**src/rtl/alu_mcyc_pkg.sv**
```systemverilog
// Shared opcode definitions for the multi-cycle ALU and its divider.
package common;

  typedef enum logic [3:0] {
    OP_ADD  = 4'd0,
    OP_ADDC = 4'd1,
    OP_SUB  = 4'd2,
    OP_SUBB = 4'd3,
    OP_AND  = 4'd4,
    OP_OR   = 4'd5,
    OP_NAND = 4'd6,
    OP_XOR  = 4'd7,
    OP_SLL  = 4'd8,
    OP_SRL  = 4'd9,
    OP_SRA  = 4'd10,
    OP_LHB  = 4'd11,
    OP_MUL  = 4'd12,
    OP_DIV  = 4'd13,
    OP_DIVU = 4'd14
  } alu_op_t;

  function automatic logic is_div_op(alu_op_t op);
    return (op == OP_DIV) || (op == OP_DIVU);
  endfunction

endpackage

```
**src/rtl/alu_mcyc_divider.sv**
```systemverilog
// Restoring divider: one quotient bit per cycle on operand magnitudes,
// signs and the divide-by-zero / overflow cases resolved on the outputs.
module alu_divider #(
  parameter int WIDTH = 16
) (
  input  logic             clk,
  input  logic             rst_n,
  input  logic             start,
  input  logic             is_signed,
  input  logic [WIDTH-1:0] dividend,
  input  logic [WIDTH-1:0] divisor,
  output logic             done,
  output logic [WIDTH-1:0] quotient,
  output logic [WIDTH-1:0] remainder,
  output logic             ovf
);

  localparam int CW = $clog2(WIDTH + 1);

  logic [CW-1:0]    cnt_q, cnt_d;
  logic [WIDTH-1:0] quo_q, quo_d, rem_q, rem_d, dvs_q, dvs_d, src_q, src_d;
  logic             q_neg_q, q_neg_d, r_neg_q, r_neg_d;
  logic             dz_q, dz_d, mno_q, mno_d;
  logic [WIDTH:0]   shifted;
  logic [WIDTH-1:0] diff;
  logic             s_dd, s_dv;

  always_comb begin
    s_dd    = is_signed & dividend[WIDTH-1];
    s_dv    = is_signed & divisor[WIDTH-1];
    shifted = {rem_q, quo_q[WIDTH-1]};
    diff    = shifted[WIDTH-1:0] - dvs_q;
    cnt_d   = cnt_q;
    quo_d   = quo_q;
    rem_d   = rem_q;
    dvs_d   = dvs_q;
    src_d   = src_q;
    q_neg_d = q_neg_q;
    r_neg_d = r_neg_q;
    dz_d    = dz_q;
    mno_d   = mno_q;
    if (start) begin
      cnt_d   = CW'(WIDTH);
      quo_d   = s_dd ? -dividend : dividend;
      dvs_d   = s_dv ? -divisor : divisor;
      rem_d   = '0;
      src_d   = dividend;
      q_neg_d = s_dd ^ s_dv;
      r_neg_d = s_dd;
      dz_d    = (divisor == '0);
      mno_d   = is_signed && (dividend == {1'b1, {(WIDTH-1){1'b0}}}) && (divisor == '1);
    end else if (cnt_q != '0) begin
      cnt_d = cnt_q - CW'(1);
      // partial remainder stays below the divisor, so diff fits in WIDTH bits
      if (shifted >= {1'b0, dvs_q}) begin
        rem_d = diff;
        quo_d = {quo_q[WIDTH-2:0], 1'b1};
      end else begin
        rem_d = shifted[WIDTH-1:0];
        quo_d = {quo_q[WIDTH-2:0], 1'b0};
      end
    end
  end

  always_ff @(posedge clk or negedge rst_n) begin
    if (!rst_n) begin
      cnt_q   <= '0;
      quo_q   <= '0;
      rem_q   <= '0;
      dvs_q   <= '0;
      src_q   <= '0;
      q_neg_q <= 1'b0;
      r_neg_q <= 1'b0;
      dz_q    <= 1'b0;
      mno_q   <= 1'b0;
    end else begin
      cnt_q   <= cnt_d;
      quo_q   <= quo_d;
      rem_q   <= rem_d;
      dvs_q   <= dvs_d;
      src_q   <= src_d;
      q_neg_q <= q_neg_d;
      r_neg_q <= r_neg_d;
      dz_q    <= dz_d;
      mno_q   <= mno_d;
    end
  end

  always_comb begin
    done      = (cnt_q == CW'(1));
    quotient  = dz_q ? '1 : (q_neg_q ? -quo_q : quo_q);
    remainder = dz_q ? src_q : (r_neg_q ? -rem_q : rem_q);
    ovf       = dz_q | mno_q;
  end

endmodule

```
**src/rtl/alu_mcyc.sv**
```systemverilog
// Multi-cycle ALU with registered result, multiply-high/remainder and PSW.
// Iterative DIV/DIVU and their FSM exist only when ALU_MCYC_DIV_EN is defined.
module alu_mcyc
  import common::*;
#(
  parameter int WIDTH = 16,
  parameter int SHW   = $clog2(WIDTH)
) (
  input  logic             clk,
  input  logic             rst_n,
  input  logic [WIDTH-1:0] src0,
  input  logic [WIDTH-1:0] src1,
  input  alu_op_t          func,
  input  logic [SHW-1:0]   shamt,
  input  logic             valid_in,
  input  logic             update_all,
  input  logic             update_nz,
  input  logic             stall_EX_DM,
  output logic [WIDTH-1:0] dst_EX_DM,
  output logic [WIDTH-1:0] MULH_EX_DM,
  output logic [3:0]       PSW_EX_DM,
  output logic             busy
);

  localparam int HW = WIDTH / 2;

  logic [WIDTH-1:0]   dst_q, dst_d, mulh_q, mulh_d;
  logic [3:0]         psw_q, psw_d;
  logic [WIDTH-1:0]   add_b, sh, alu_res, alu_mulh, wr_res, wr_mulh;
  logic [WIDTH:0]     sum;
  logic               add_cin, add_ov;
  logic [2*WIDTH-1:0] mul_a, mul_b, prod;
  logic [3:0]         alu_psw, wr_psw;
  logic               wr_en, wr_mulh_en, wr_all, wr_nz;

  always_comb begin
    add_b = (func == OP_SUB || func == OP_SUBB) ? ~src0 : src0;
    case (func)
      OP_ADDC, OP_SUBB: add_cin = psw_q[3];
      OP_SUB:           add_cin = 1'b1;
      default:          add_cin = 1'b0;
    endcase
    sum    = {1'b0, src1} + {1'b0, add_b} + {{WIDTH{1'b0}}, add_cin};
    add_ov = (src1[WIDTH-1] == add_b[WIDTH-1]) && (sum[WIDTH-1] != src1[WIDTH-1]);

    sh = src1;
    for (int i = 0; i < SHW; i++) begin
      if (shamt[i]) begin
        if (func == OP_SLL)      sh = sh << (1 << i);
        else if (func == OP_SRA) sh = $signed(sh) >>> (1 << i);
        else                     sh = sh >> (1 << i);
      end
    end

    // shamt[0] selects a signed multiply via sign-extension to full width
    mul_a = {{WIDTH{shamt[0] & src1[WIDTH-1]}}, src1};
    mul_b = {{WIDTH{shamt[0] & src0[WIDTH-1]}}, src0};
    prod  = mul_a * mul_b;

    case (func)
      OP_ADD, OP_ADDC, OP_SUB, OP_SUBB: alu_res = sum[WIDTH-1:0];
      OP_AND:                           alu_res = src1 & src0;
      OP_OR:                            alu_res = src1 | src0;
      OP_NAND:                          alu_res = ~(src1 & src0);
      OP_XOR:                           alu_res = src1 ^ src0;
      OP_SLL, OP_SRL, OP_SRA:           alu_res = sh;
      OP_LHB:                           alu_res = {src1[HW-1:0], src0[HW-1:0]};
      OP_MUL:                           alu_res = prod[WIDTH-1:0];
      default:                          alu_res = '0;
    endcase
    alu_mulh = prod[2*WIDTH-1:WIDTH];
    alu_psw  = is_div_op(func) ? 4'b0101
                               : {sum[WIDTH], add_ov, alu_res[WIDTH-1], alu_res == '0};
  end

`ifdef ALU_MCYC_DIV_EN
  // state    | meaning
  // S_IDLE   | accepting ops; single-cycle ops execute here
  // S_DIVIDE | divider producing one quotient bit per cycle
  // S_FIXUP  | signed result ready; written once downstream is not stalled
  typedef enum logic [1:0] {S_IDLE, S_DIVIDE, S_FIXUP} state_t;

  state_t           state_q, state_d;
  logic             div_start, div_done, div_wr, div_ovf, sc_wr;
  logic [WIDTH-1:0] div_quo, div_rem;
  logic             upd_all_q, upd_all_d, upd_nz_q, upd_nz_d;

  always_ff @(posedge clk or negedge rst_n) begin
    if (!rst_n) state_q <= S_IDLE;
    else        state_q <= state_d;
  end

  always_comb begin
    state_d = state_q;
    case (state_q)
      S_IDLE:   if (valid_in && is_div_op(func)) state_d = S_DIVIDE;
      S_DIVIDE: if (div_done) state_d = S_FIXUP;
      S_FIXUP:  if (!stall_EX_DM) state_d = S_IDLE;
      default:  state_d = S_IDLE;
    endcase
  end

  always_comb begin
    busy      = (state_q != S_IDLE);
    div_start = (state_q == S_IDLE) && valid_in && is_div_op(func);
    div_wr    = (state_q == S_FIXUP) && !stall_EX_DM;
  end

  // PSW selects belong to the divide instruction, so capture them at launch
  always_comb begin
    upd_all_d = div_start ? update_all : upd_all_q;
    upd_nz_d  = div_start ? update_nz  : upd_nz_q;
  end

  always_ff @(posedge clk or negedge rst_n) begin
    if (!rst_n) begin
      upd_all_q <= 1'b0;
      upd_nz_q  <= 1'b0;
    end else begin
      upd_all_q <= upd_all_d;
      upd_nz_q  <= upd_nz_d;
    end
  end

  alu_divider #(.WIDTH(WIDTH)) u_div (
    .clk       (clk),
    .rst_n     (rst_n),
    .start     (div_start),
    .is_signed (func == OP_DIV),
    .dividend  (src1),
    .divisor   (src0),
    .done      (div_done),
    .quotient  (div_quo),
    .remainder (div_rem),
    .ovf       (div_ovf)
  );

  always_comb begin
    sc_wr      = valid_in && !busy && !stall_EX_DM && !is_div_op(func);
    wr_en      = sc_wr || div_wr;
    wr_mulh_en = div_wr || (sc_wr && func == OP_MUL);
    wr_res     = div_wr ? div_quo : alu_res;
    wr_mulh    = div_wr ? div_rem : alu_mulh;
    wr_psw     = div_wr ? {1'b0, div_ovf, div_quo[WIDTH-1], div_quo == '0} : alu_psw;
    wr_all     = div_wr ? upd_all_q : update_all;
    wr_nz      = div_wr ? upd_nz_q  : update_nz;
  end
`else
  always_comb begin
    busy       = 1'b0;
    wr_en      = valid_in && !stall_EX_DM;
    wr_mulh_en = valid_in && !stall_EX_DM && (func == OP_MUL);
    wr_res     = alu_res;
    wr_mulh    = alu_mulh;
    wr_psw     = alu_psw;
    wr_all     = update_all;
    wr_nz      = update_nz;
  end
`endif

  always_comb begin
    dst_d  = dst_q;
    mulh_d = mulh_q;
    psw_d  = psw_q;
    if (wr_en) begin
      dst_d = wr_res;
      if (wr_mulh_en) mulh_d = wr_mulh;
      if (wr_all)     psw_d = wr_psw;
      else if (wr_nz) psw_d[1:0] = wr_psw[1:0];
    end
  end

  always_ff @(posedge clk or negedge rst_n) begin
    if (!rst_n) begin
      dst_q  <= '0;
      mulh_q <= '0;
      psw_q  <= '0;
    end else begin
      dst_q  <= dst_d;
      mulh_q <= mulh_d;
      psw_q  <= psw_d;
    end
  end

  assign dst_EX_DM  = dst_q;
  assign MULH_EX_DM = mulh_q;
  assign PSW_EX_DM  = psw_q;

endmodule
```
**config.mk**
```make
export PLATFORM = sky130hd
export DESIGN_NAME = alu_mcyc
export DESIGN_NICKNAME = d
export VERILOG_FILES = /design/src/rtl/alu_mcyc_pkg.sv /design/src/rtl/alu_mcyc_divider.sv /design/src/rtl/alu_mcyc.sv
export SDC_FILE = /design/constraint.sdc
export NUM_CORES = 1
export LEC_CHECK = 0
export ABC_CLOCK_PERIOD_IN_PS = 8600
export CELL_PAD_IN_SITES_DETAIL_PLACEMENT = 1
export CELL_PAD_IN_SITES_GLOBAL_PLACEMENT = 2
export CORE_MARGIN = 2
export CORE_UTILIZATION = 35
export DETAILED_ROUTE_END_ITERATION = 7
export PLACE_DENSITY = 0.81
export SKIP_LAST_GASP = 1
export SYNTH_ARGS = -nofsm -noshare
export SYNTH_HDL_FRONTEND = slang
export SYNTH_SLANG_ARGS = --single-unit
```
**constraint.sdc**
```tcl
create_clock -name clk -period 8.6 [get_ports clk]
set_input_delay 1.72 -clock clk [delete_from_list [all_inputs] [get_ports clk]]
set_output_delay 1.72 -clock clk [all_outputs]
set_load 0.02 [all_outputs]
```
Figure 1. Placed standard cells.
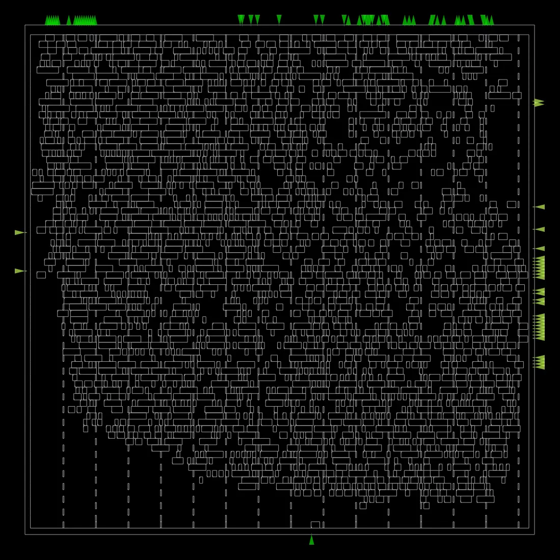
fillers: 5356
Core Util, Final: 40.5%

Figure 2. Cell classes on the final placement.
Fill, decap, tap and diode cells in grey.
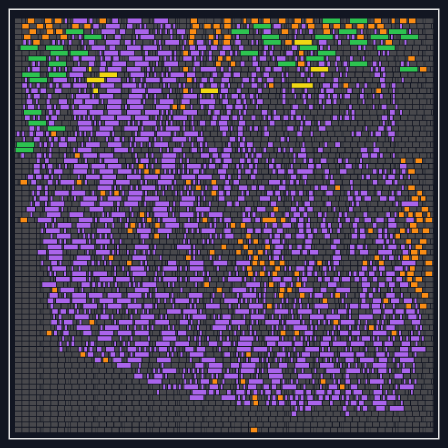
other buffers and delay cells: shown in orange, cells 197, share of their area 9.8%. clock drivers and dummy loads: shown in yellow, cells 8, share of their area 0.97%. combinational and other logic: shown in purple, cells 1790, share of their area 84%. flops: shown in green, cells 36, share of their area 5.2%.

==> flow_summary.ini <==
; implementation run metrics
[die]
fp-utilization_pct = 35.6
core_sq_um = 44300
die_x_microns = 216
die_area_sq_um = 46800
rows = 77
die_y_microns = 216
ios = 83

[status]
outcome = complete, no violations

[grt]
gr-usage-met2_pct = 46.0
grt.overflow.total = 0
use_met1_pct = 37.4
grt_pass1_wl_mm = 97.2
grt_use_met3_pct = 2.44
grt_pass1_vias = 15595
top_usage_layer = met2

[clock_network]
cts_buffer_depth = 2
cts_setup_buffers = 0
ctsResizeCount = 0
numCtsBuffers = 5
htreeDepth = 2
path_clk_slew_ns = 0.06
clk_latency_ns = 0.30
cts_hold_buf = 0
cts_tree = yes

[detailed_routing]
avgViaCountPerCell = 5.38
drc_errors = 0
vias = 14104
drt_pre_antenna_iters = 5
routedWlPerCell_microns = 23.7
routed_wl_mm = 62.0
detail-route-antenna-nets = 0

[worst_setup_path]
cp.arrival_ns = 8.42
rr_worst_depth = 14
crit_fanout = 8
start_kind = input port
r2r-end = PSW_EX_DM[0]

[synth]
fp_nets = 2386
edf_count = 0
ys_types = 85
synth_warnings = 0
async_reset_ff_share_pct = 100
syn_avg_cell_area_sq_um = 8.19
ys_seq_share_pct = 5.71
syn-instance-count = 1927
synth-seq-cells = 36

[cells_and_area]
nets = 2489
area_growth_pct = 13.8
diodes = 0

[place]
port-buffer-count = 81

[final_timing]
slew_violations = 0
timing.final.crit_share_pct = 95.7
hold_violations = 0
fmax_ghz = 0.121
rsz0062_at_grt = no
maxSlewHeadroom_pct = 33.1
worstMarginPinSlew_ns = 1.00
finalSetupViolations = 0

[job]
warnings = 42

[worst_hold_path]
whs_path_depth = 2
min_from = dst_EX_DM[8]
holdPathEnd = dst_EX_DM[8]
## flip-flops by register name, summed over array words and instances, names as in the netlist
register	cells
MULH_EX_DM	16
dst_EX_DM	16
PSW_EX_DM	4
## cells by family (layout without fill, tap and decap cells)
logic type	after synthesis	in the layout	share of synthesized area, %
AOI/OAI and AO/OA	295	295	12.8
buffers and inverters	490	594	11.9
and+or+nand+nor	575	575	16.1
DFF	36	36	5.71
muxes	42	42	2.98
adders and majority gates	413	413	46.3
other	1	1	0.0238
xor gates and xnor gates	75	75	4.16
## worst max-delay path, stage by stage
cell	delay, ns
clkdlybuf4s50_1	0.61
inv_1	0.37
nor2_1	0.11
fa_1	0.52
inv_1	0.06
fa_1	0.46
fa_1	0.52
fa_1	0.55
inv_1	0.05
fa_1	0.48
inv_1	0.05
fa_1	0.47
inv_1	0.04
ha_1	0.28
o21ai_0	0.20
nand2b_1	0.08
a21oi_1	0.35
nor2_1	0.13
a32oi_1	0.22
buf_4	0.17
o21ai_1	0.09
a2111o_1	0.46
nor4b_1	0.15
a221o_1	0.27
## Yosys cell counts (7+ instances only)
cell      number  share of area [%]
inv_1        371                8.8
fa_1         284                 36
nor2_1       233                5.5
nand2_1      199                4.7
ha_1         129                 10
clkbuf_1      76                1.8
o21ai_0       61                1.9
a21oi_1       56                1.8
xnor2_1       49                2.7
dfrtp_1       36                5.7
mux2i_1       29                1.8
nor3_1        28               0.89
xor2_1        26                1.4
nand3_1       20               0.63
a211oi_1      18               0.86
nand2b_1      18               0.71
nor2b_1       17               0.67
o211ai_1      17               0.81
a21o_1        16               0.76
clkinv_1      14               0.33
buf_1         11               0.26
a31oi_1        9               0.36
buf_2          9               0.29
mux2_2         9               0.64
nor3b_1        8               0.38
o21a_1         8               0.38
o21bai_1       8               0.38
o22ai_1        8               0.32
a22oi_1        7               0.33
a311oi_1       7               0.39
o31ai_1        7               0.33
## cells in the final DEF (no fill, tap or decap), types with 49 or more instances in the layout
master	synthesis	layout
a21oi_1	56	56
buf_4	3	115
clkdlybuf4s50_1	0	78
fa_1	284	284
ha_1	129	129
inv_1	371	371
nand2_1	199	199
nor2_1	233	233
o21ai_0	61	61
xnor2_1	49	49
## routing by layer
layer / vias up / part of all wire, %
li1: 6312 / -
met1: 7335 / 44
met2: 370 / 48
met3: 87 / 4.2
met4: 0 / 3.5
met5: - / 0
## area by class of cell
cell class	instances	area (sq um)	area share, %
Multi-Input combinational cell	1401	13000	72.4
Timing Repair Buffer	197	1680	9.36
Inverter	389	1460	8.14
Sequential cell	36	901	5.02
Tap cell	592	741	4.13
Clock buffer	5	125	0.697
Clock inverter	3	42.5	0.237
## stage by stage
step                hold slack, ns  area [sq um]  worst slack (ns)  instances
floorplan                    0.580         15800             0.198       1927
global placement             0.466         17800             0.147       2615
detailed placement           0.471         17800             0.103       2615
CTS                          0.485         17900             0.387       2623
global route                 0.516         17900            0.0924       2623
finish                       0.479         17900             0.366       2623
